==> run_1/met1.png <==
Scale: 3 px per um. Supply wires on this layer in grey. Cells faint in the background.
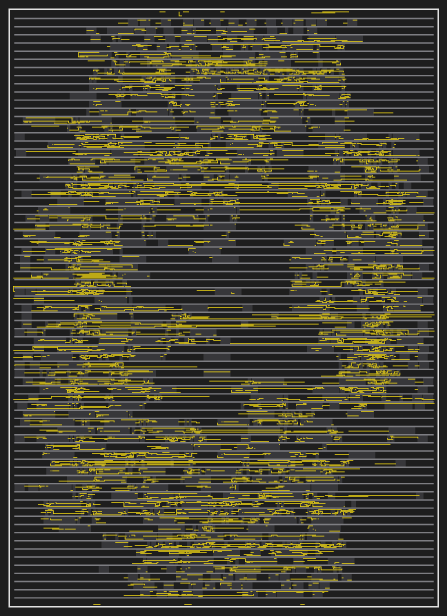
==> run_1/port_nets.png <==
Scale: 2 px per um.
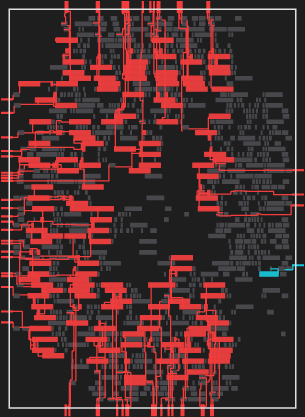
==> run_1/density.png <==
Scale: 2 px per um. 14 x 20 tiles, from dark blue (low) to red (high), 0 to 100% covered.
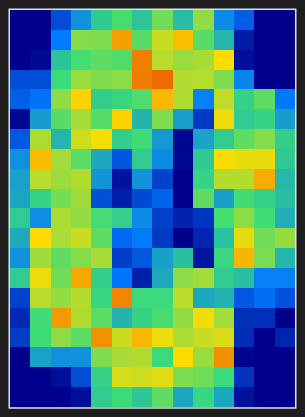
[src/rtl/output_bram_writer_pkg.sv]
// output_bram_writer_pkg: shared sizing, derived dimensions and state encoding for the output BRAM path
package output_bram_writer_pkg;
  localparam int DEF_WIDTH             = 16;
  localparam int DEF_BLOCK_SIZE        = 2;
  localparam int DEF_CHUNK_SIZE        = 4;
  localparam int DEF_W_OUTER_DIMENSION = 8;
  localparam int DEF_I_OUTER_DIMENSION = 4;
  localparam int DEF_ADDR_WIDTH        = 12;
  localparam int TILES_PER_WORD = DEF_CHUNK_SIZE / DEF_BLOCK_SIZE;
  localparam int WORDS_PER_ROW  = DEF_W_OUTER_DIMENSION / DEF_CHUNK_SIZE;
  localparam int ROW_SIZE_MAT_C = DEF_I_OUTER_DIMENSION / DEF_BLOCK_SIZE;
  typedef enum logic [1:0] {S_IDLE, S_FILL, S_DRAIN, S_DONE} wr_state_t;
  function automatic int idx_w(input int n);
    return (n > 1) ? $clog2(n) : 1;
  endfunction
endpackage

[src/rtl/output_bram_writer_tile_row_buffer.sv]
// tile_row_buffer: BLOCK_SIZE rows of CHUNK_SIZE elements, filled one tile-wide slot at a time
module tile_row_buffer
  import output_bram_writer_pkg::*;
#(
  parameter int WIDTH      = DEF_WIDTH,
  parameter int BLOCK_SIZE = DEF_BLOCK_SIZE,
  parameter int CHUNK_SIZE = DEF_CHUNK_SIZE,
  parameter int SLOT_W     = idx_w(CHUNK_SIZE / BLOCK_SIZE),
  parameter int ROW_W      = idx_w(BLOCK_SIZE)
) (
  input  logic                                clk,
  input  logic                                i_wr_en,
  input  logic [SLOT_W-1:0]                   i_slot,
  input  logic [WIDTH*BLOCK_SIZE*BLOCK_SIZE-1:0] i_tile,
  input  logic [ROW_W-1:0]                    i_row,
  output logic [WIDTH*CHUNK_SIZE-1:0]         o_word
);
  logic [WIDTH-1:0] r_buf [BLOCK_SIZE][CHUNK_SIZE];
  always_ff @(posedge clk)
    for (int i = 0; i < BLOCK_SIZE; i++)
      for (int k = 0; k < CHUNK_SIZE; k++)
        if (i_wr_en && i_slot == SLOT_W'(k / BLOCK_SIZE))
          r_buf[i][k] <= i_tile[(i*BLOCK_SIZE + k%BLOCK_SIZE)*WIDTH +: WIDTH];
  // the slot being written reads through from the incoming tile so a word can leave on the fill edge
  for (genvar k = 0; k < CHUNK_SIZE; k++) begin : g_rd
    assign o_word[k*WIDTH +: WIDTH] = (i_wr_en && i_slot == SLOT_W'(k / BLOCK_SIZE))
      ? i_tile[(int'(i_row)*BLOCK_SIZE + k%BLOCK_SIZE)*WIDTH +: WIDTH]
      : r_buf[i_row][k];
  end
endmodule

[src/rtl/output_bram_writer.sv]
// output_bram_writer: re-packs result tiles into row-major CHUNK_SIZE-element words on BRAM port A
module output_bram_writer
  import output_bram_writer_pkg::*;
#(
  parameter int WIDTH             = DEF_WIDTH,
  parameter int BLOCK_SIZE        = DEF_BLOCK_SIZE,
  parameter int CHUNK_SIZE        = DEF_CHUNK_SIZE,
  parameter int W_OUTER_DIMENSION = DEF_W_OUTER_DIMENSION,
  parameter int I_OUTER_DIMENSION = DEF_I_OUTER_DIMENSION,
  parameter int ADDR_WIDTH        = DEF_ADDR_WIDTH
) (
  input  logic                                   clk,
  input  logic                                   rst_n,
  input  logic                                   clr,
  input  logic                                   start,
  output logic                                   ready,
  output logic                                   done,
  input  logic                                   tile_valid,
  output logic                                   tile_ready,
  input  logic [WIDTH*BLOCK_SIZE*BLOCK_SIZE-1:0] tile_data,
  output logic                                   out_ena,
  output logic [WIDTH*CHUNK_SIZE/8-1:0]          out_wea,
  output logic [ADDR_WIDTH-1:0]                  out_addra,
  output logic [WIDTH*CHUNK_SIZE-1:0]            out_dina
);
  localparam int TPW    = CHUNK_SIZE / BLOCK_SIZE;
  localparam int WPR    = W_OUTER_DIMENSION / CHUNK_SIZE;
  localparam int RSC    = I_OUTER_DIMENSION / BLOCK_SIZE;
  localparam int SLOT_W = idx_w(TPW);
  localparam int ROW_W  = idx_w(BLOCK_SIZE);
  localparam int COL_W  = idx_w(WPR);
  localparam int TROW_W = idx_w(RSC);
  wr_state_t                   r_state;
  logic [SLOT_W-1:0]           r_slot;
  logic [ROW_W-1:0]            r_drain_row;
  logic [COL_W-1:0]            r_word_col;
  logic [TROW_W-1:0]           r_tile_row;
  logic [ROW_W-1:0]            w_rd_row;
  logic [ADDR_WIDTH-1:0]       w_base;
  logic [WIDTH*CHUNK_SIZE-1:0] w_rd_word;
  logic                        w_accept;
  logic                        w_last_slot;
  logic                        w_last_row;
  logic                        w_last_col;
  logic                        w_last_trow;
  assign w_accept    = (r_state == S_FILL) && tile_valid && tile_ready;
  assign w_last_slot = r_slot == SLOT_W'(TPW - 1);
  assign w_last_row  = r_drain_row == ROW_W'(BLOCK_SIZE - 1);
  assign w_last_col  = r_word_col == COL_W'(WPR - 1);
  assign w_last_trow = r_tile_row == TROW_W'(RSC - 1);
  // row 0 is fetched on the filling edge, later rows one ahead of the row on the bus
  assign w_rd_row    = (r_state == S_DRAIN) ? r_drain_row + ROW_W'(1) : '0;
  assign w_base      = ADDR_WIDTH'(int'(r_tile_row) * BLOCK_SIZE * WPR + int'(r_word_col));
  tile_row_buffer #(
    .WIDTH      (WIDTH),
    .BLOCK_SIZE (BLOCK_SIZE),
    .CHUNK_SIZE (CHUNK_SIZE)
  ) u_buf (
    .clk     (clk),
    .i_wr_en (w_accept),
    .i_slot  (r_slot),
    .i_tile  (tile_data),
    .i_row   (w_rd_row),
    .o_word  (w_rd_word)
  );
  always_ff @(posedge clk or negedge rst_n)
    if (!rst_n) begin
      r_state     <= S_IDLE;
      r_slot      <= '0;
      r_drain_row <= '0;
      r_word_col  <= '0;
      r_tile_row  <= '0;
      ready       <= 1'b1;
      done        <= 1'b0;
      tile_ready  <= 1'b0;
      out_ena     <= 1'b0;
      out_wea     <= '0;
      out_addra   <= '0;
      out_dina    <= '0;
    end else if (clr) begin
      r_state     <= S_IDLE;
      r_slot      <= '0;
      r_drain_row <= '0;
      r_word_col  <= '0;
      r_tile_row  <= '0;
      ready       <= 1'b1;
      done        <= 1'b0;
      tile_ready  <= 1'b0;
      out_ena     <= 1'b0;
      out_wea     <= '0;
      out_addra   <= '0;
      out_dina    <= '0;
    end else
      case (r_state)
        S_IDLE:
          if (start) begin
            r_state     <= S_FILL;
            r_slot      <= '0;
            r_drain_row <= '0;
            r_word_col  <= '0;
            r_tile_row  <= '0;
            ready       <= 1'b0;
            tile_ready  <= 1'b1;
          end
        S_FILL:
          if (w_accept) begin
            if (w_last_slot) begin
              r_state     <= S_DRAIN;
              r_slot      <= '0;
              r_drain_row <= '0;
              tile_ready  <= 1'b0;
              out_ena     <= 1'b1;
              out_wea     <= '1;
              out_addra   <= w_base;
              out_dina    <= w_rd_word;
            end else
              r_slot <= r_slot + SLOT_W'(1);
          end
        S_DRAIN:
          if (w_last_row) begin
            out_ena <= 1'b0;
            out_wea <= '0;
            if (w_last_col && w_last_trow) begin
              r_state <= S_DONE;
              done    <= 1'b1;
            end else begin
              r_state    <= S_FILL;
              tile_ready <= 1'b1;
              r_word_col <= w_last_col ? '0 : r_word_col + COL_W'(1);
              r_tile_row <= w_last_col ? r_tile_row + TROW_W'(1) : r_tile_row;
            end
          end else begin
            r_drain_row <= r_drain_row + ROW_W'(1);
            out_addra   <= out_addra + ADDR_WIDTH'(WPR);
            out_dina    <= w_rd_word;
          end
        default: begin
          r_state <= S_IDLE;
          done    <= 1'b0;
          ready   <= 1'b1;
        end
      endcase
endmodule

[config.mk]
export PLATFORM = sky130hd
export DESIGN_NAME = output_bram_writer
export DESIGN_NICKNAME = d
export VERILOG_FILES = /design/src/rtl/output_bram_writer_pkg.sv /design/src/rtl/output_bram_writer_tile_row_buffer.sv /design/src/rtl/output_bram_writer.sv
export SDC_FILE = /design/constraint.sdc
export NUM_CORES = 1
export LEC_CHECK = 0
export ABC_AREA = 1
export CAP_MARGIN = 20
export CORE_ASPECT_RATIO = 1.4
export CORE_UTILIZATION = 35
export CTS_CLUSTER_SIZE = 16
export DETAILED_ROUTE_END_ITERATION = 8
export GPL_ROUTABILITY_DRIVEN = 0
export MAX_ROUTING_LAYER = met4
export PLACE_DENSITY = 0.66
export REMOVE_ABC_BUFFERS = 1
export SYNTH_ARGS = -nofsm -noshare
export SYNTH_HDL_FRONTEND = slang
export SYNTH_SLANG_ARGS = --single-unit
[constraint.sdc]
create_clock -name clk -period 5.5 [get_ports clk]
set_input_delay 1.1 -clock clk [delete_from_list [all_inputs] [get_ports clk]]
set_output_delay 1.1 -clock clk [all_outputs]
set_load 0.01 [all_outputs]
==> job_summary.md, run 1 <==
## Synthesis and layout report

| Metric | Value |
|---|---|
| Result of the run | `finished clean` |
| Worst IR Drop VDD | `0.218 mV` |
| Flip-flops | `214` |
| Antenna viol nets, final | `0` |
| Routed via count divided by cell count | `4.71` |
| CTS root buffer | `sky130_fd_sc_hd__clkbuf_16` |
| Count of inserted antenna diode cells | `1` |
| Largest Pwr Group | `registers` |
| Tcrit/Tclk final | `55.4%` |
| Deepest clock path buffer count | `3` |
| Clock tree from TritonCTS | `yes` |
| Dominant cell by count in the synthesized netlist | `sky130_fd_sc_hd__nand2_1` |
| Die footprint | `0.0283 sq mm` |
| Min-Delay Path Class | `reg2reg` |
| Seq/total area | `49.4%` |
| Crit-path max FO | `60` |
| Data required, critical path | `5880 ps` |
| Post-CTS Setup Bufs | `0` |
| Combined buffer and inverter count along the critical path | `3` |
| Highest routed metal layer | `met4` |
| Min Hold Slack | `478 ps` |
| Area after detailed placement | `0.0114 sq mm` |
| Non-clk invs | `120` |
| Internal power summed over all cells | `0.00356 W` |
| Number of signal-net buffers in the layout | `167` |
| Share of synthesized area occupied by flip-flops and latches | `62.0%` |
| Post-synthesis share of cell area spent on and, or, nand and nor gates | `19.3%` |
| Area overhead of the layout relative to synthesis | `25.6%` |
| Fraction of layout instances using a drive strength above 1 | `4.87%` |
| Post-synth area hogs | `sky130_fd_sc_hd__edfxtp_1 40%, sky130_fd_sc_hd__dfrtp_1 22%, sky130_fd_sc_hd__nand2_1 13%` |
| Final Worst Setup Slack | `2460 ps` |
| Most frequent logic cell in the layout | `sky130_fd_sc_hd__nand2_1` |
| Syn avg cell area | `9.23 sq um` |
| Total power | `0.00530 W` |
| Number of distinct library cells after synthesis | `27` |
| Total net switching power | `0.00174 W` |
| Number of H-tree levels | `1` |
| Total Neg Setup Slack | `0 ps` |
| Clock-cell share | `5.88%` |
| Flop pwr share | `40.9%` |
| Tap cells | `365` |
| Count of clock buffers in the final design | `33` |
| Count of routing violations after the opening detailed-route iteration | `326` |
| Flip-flops with a built-in enable | `128` |
| Via count of the first global-routing pass | `7056` |
| Fin. Hold Viols | `0` |
| List of cells traversed by the critical path | `clkdlybuf4s50_1 > nand3_1 > nor2_4 > buf_4 > buf_4 > nand2_1 > nand3_1 > nand2_1` |
Back to the opening pictures, met1.png:
The longest straight run is 60.7 um. The layer holds 42% of the routed length.
routed via count: 7334
final wirelength: 23.6 mm
GRT met1 Usage: 20.6%

Back to the opening pictures, port_nets.png:
Key: cyan = `ready` [direction output, edge east, end cells 1, buffers 1, wire 12.9 um]; red = `tile_data` [direction input, edge 23 west, 20 south, 18 north, 3 east, end cells 192, buffers 64, wire 3300 um]
number of buffers added on ports: 156
number of I/O pins: 157

Back to the opening pictures, density.png:
6.4% of the tiles are over 75% full. 13% of the tiles are nearly empty. The mean over all tiles is 41%. The emptiest ninth of the die: centre. The fullest tile reaches 88%.
share of the core filled by cells before placement: 35.8%
Core Footprint: 0.0270 sq mm
Final Util: 45.0%

==> run 1: kinds of logic after synthesis <==
family | Yosys count
fa+ha+maj | 5
buf+inv | 185
flops | 214
simple gates | 458
compound gates | 186
==> run 1: metal layers <==
metal  track usage, %  vias up
met4             4.26        0
met3             1.93       22
li1                 -     3661
met1             20.6     3494
met5                -        -
met2             31.5      157
==> run 1: worst max path at each step <==
stage,from,endpoint
finish,tile_valid,out_dina[60]$_DFFE_PN0P_
floorplan,tile_valid,out_dina[32]$_DFFE_PN0P_
detailed placement,tile_valid,out_dina[49]$_DFFE_PN0P_
global route,tile_valid,out_dina[37]$_DFFE_PN0P_
global placement,tile_valid,out_dina[60]$_DFFE_PN0P_
CTS,tile_valid,out_dina[60]$_DFFE_PN0P_
==> run_1/final_placement.png <==
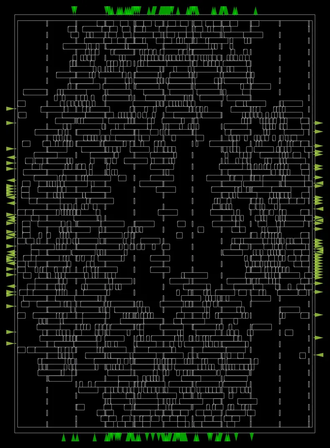

==> run 1 -> run 2 <==
Clock period 5.5 ns to 3 ns, I/O delays scaled along.
==> run_2/final_placement.png <==
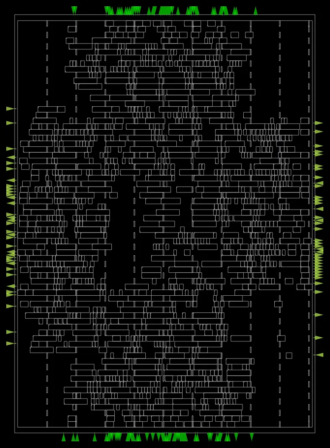
Seq/total area: 49.1%
non-filler instance count after layout: 1556
flip-flops: 214
Filler Cell Count: 2574

==> run_2/port_nets.png <==
Scale: 2 px per um.
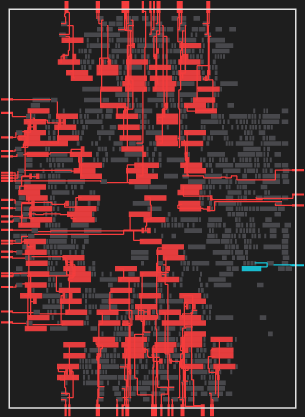
Key: red = `tile_data` [direction input, edge 23 west, 20 south, 18 north, 3 east, end cells 192, buffers 64, wire 3370 um]; cyan = `ready` [direction output, edge east, end cells 1, buffers 1, wire 22.3 um]

==> job_summary.md, run 2 <==
## Synthesis and layout report

| Metric | Value |
|---|---|
| GRT met1 Usage | `21.4%` |
| Syn avg cell area | `9.23 sq um` |
| Number of H-tree levels | `1` |
| Result of the run | `finished clean` |
| Launch point of the critical path | `r_state[0]$_DFFE_PN0P_` |
| Count of clock buffers in the final design | `34` |
| Die footprint | `0.0283 sq mm` |
| Final wirelength | `23.2 mm` |
| Post-CTS Setup Bufs | `0` |
| Number of signal-net buffers in the layout | `166` |
| CTS root buffer | `sky130_fd_sc_hd__clkbuf_16` |
| Total power | `0.00971 W` |
| Met2 Track Usage GR | `29.6%` |
| Flip-flops with a built-in enable | `128` |
| Final Util | `45.3%` |
| Worst IR Drop VDD | `0.387 mV` |
| Via count of the first global-routing pass | `7159` |
| Non-clk invs | `120` |
| Met3 demand-to-capacity share in global routing | `2.05%` |
| Tcrit/Tclk final | `75.8%` |
| Min-Delay Path Class | `in2async` |
| Tap cells | `365` |
| Area after detailed placement | `0.0115 sq mm` |
[run 2: cell counts after synthesis]
No cell type changed its count.
[run 2: power breakdown]
part,leakage [nW],switching (W),internal [W],total [W]
Sequential,2.28,0.000308,0.00365,0.00396
Combinational,2.69,0.00176,0.00131,0.00307
Clock,0.342,0.00109,0.00159,0.00268
[run 2: kinds of logic (layout without fill, tap and decap cells)]
family                   Yosys count  after routing  synth area share (%)
flip-flops                       214            214                  62.0
AND/OR/NAND/NOR                  458            458                  19.3
buffers and inverters            185            326                  8.35
AND-OR/OR-AND                    186            186                  9.72
other                              0              2                     0
adder cells (fa/ha/maj)            5              5                 0.647
==> run_2/met1.png <==
Scale: 3 px per um. Supply wires on this layer in grey. Cells faint in the background.
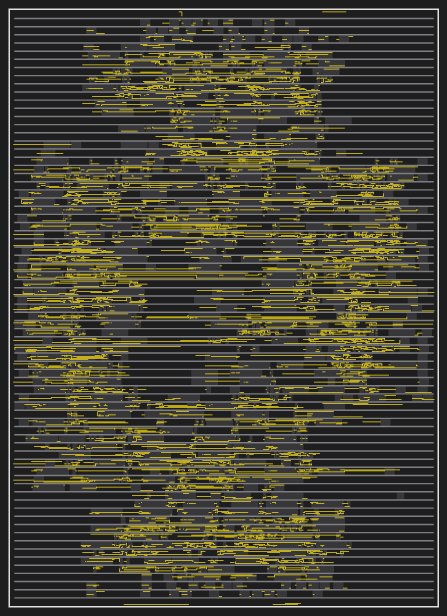

==> run 2 -> run 3 <==
Clock period 3 ns to 2.3 ns, I/O delays scaled along.
==> run_3/met1.png <==
Scale: 3 px per um. Supply wires on this layer in grey. Cells faint in the background.
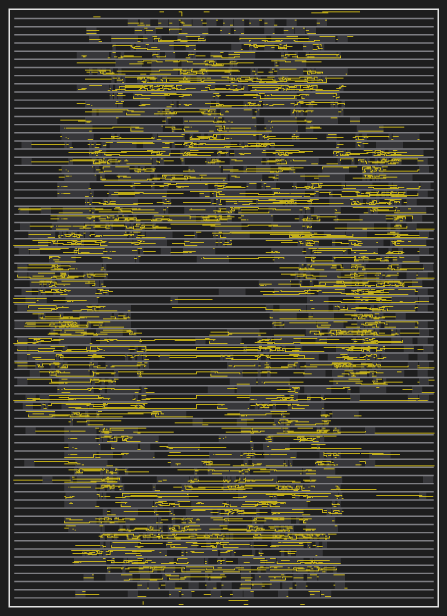
The layer holds 43% of the routed length. The longest straight run is 69.5 um. The wires run mostly horizontal. The layer carries 9700 um of wire. 1114 nets have wire on it.
GRT met1 Usage: 20.1%
routed via count: 7374
final wirelength: 22.8 mm

==> job_summary.md, run 3 <==
## Synthesis and layout report

| Metric | Value |
|---|---|
| Area fraction in full adders, half adders and majority gates | `0.647%` |
| Share of synthesized area occupied by flip-flops and latches | `62.0%` |
| Number of distinct library cells after synthesis | `27` |
| Seq/total area | `48.5%` |
| Number of H-tree levels | `1` |
| Logic power comb | `0.00407 W` |
| Clock tree from TritonCTS | `yes` |
| Clock Power Share | `28.1%` |
| Via count of the first global-routing pass | `7060` |
| Area overhead of the layout relative to synthesis | `27.9%` |
| Xor-xnor portion of the synthesized cell area | `0%` |
| Final Util | `45.8%` |
| Area after detailed placement | `0.0116 sq mm` |
| Count of inserted antenna diode cells | `3` |
| Total net switching power | `0.00411 W` |
| Tap cells | `365` |
| List of cells traversed by the critical path | `inv_1 > ha_1 > inv_1 > nand2_1 > nand2_1 > nor2_4 > inv_2 > buf_12 > nand2_1 > nand2_1` |
| Core Footprint | `0.0270 sq mm` |
| Post-synth area hogs | `sky130_fd_sc_hd__edfxtp_1 40%, sky130_fd_sc_hd__dfrtp_1 22%, sky130_fd_sc_hd__nand2_1 13%` |
| Number of signal-net buffers in the layout | `175` |
| Syn avg cell area | `9.23 sq um` |
| Result of the run | `finished clean` |
| Total Neg Setup Slack | `0 ps` |
| Most frequent logic cell in the layout | `sky130_fd_sc_hd__nand2_1` |
| Post-synthesis share of cell area spent on and, or, nand and nor gates | `19.3%` |
| Tcrit/Tclk final | `90.5%` |
| CTS root buffer | `sky130_fd_sc_hd__clkbuf_16` |
| Total power | `0.0128 W` |
| Number of buffers added on ports | `156` |
| Data required, critical path | `2680 ps` |
| Filler Cell Count | `2589` |
| Met2 Track Usage GR | `29.6%` |
| Flip-flops | `214` |
| Share of the core filled by cells before placement | `35.8%` |
| Post-CTS Setup Bufs | `0` |
| Seq. pwr | `0.00514 W` |
| Highest-utilization routing layer at the global route stage | `met2` |
| Fraction of layout instances using a drive strength above 1 | `5.59%` |
| Internal power summed over all cells | `0.00869 W` |
| Count of routing violations after the opening detailed-route iteration | `349` |
| Antenna viol nets, final | `0` |
| Fraction of power spent switching nets | `32.1%` |
| Non-filler instance count after layout | `1566` |
| Fin. Hold Viols | `0` |
| Synthesized-area fraction occupied by ao, oa, aoi and oai cells | `9.72%` |
| Flop pwr share | `40.1%` |
| Dominant cell by count in the synthesized netlist | `sky130_fd_sc_hd__nand2_1` |
==> run_3/drive_strength.png <==
Scale: 2 px per um.
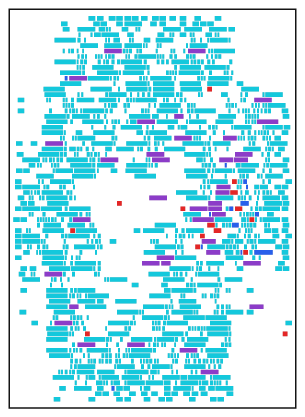
Key: red = drive 3 to 4 [cells 15, share 1.3%]; purple = drive 6 and up [cells 39, share 3.3%]; blue = drive 2 [cells 13, share 1.1%]; cyan = drive 1 or less [cells 1131, share 94%]

-- run 3: cell counts after synthesis --
No cell type changed its count.
-- run 3: path summary, 6_finish.rpt --
| check | from | endpoint |
|---|---|---|
| worst min register to register | out_dina[27]$_DFFE_PN0P_ | out_dina[27]$_DFFE_PN0P_ |
| min in group asynchronous | rst_n | out_addra[0]$_DFFE_PN0P_ |
| worst max register to register | r_state[0]$_DFFE_PN0P_ | out_dina[36]$_DFFE_PN0P_ |
| worst max-delay path | r_state[0]$_DFFE_PN0P_ | out_dina[36]$_DFFE_PN0P_ |
| worst min-delay path | clr | ready$_DFFE_PN1P_ |
| max in group asynchronous | rst_n | out_dina[59]$_DFFE_PN0P_ |
Power figures rest on the tool's default switching activity, not on a simulated workload.
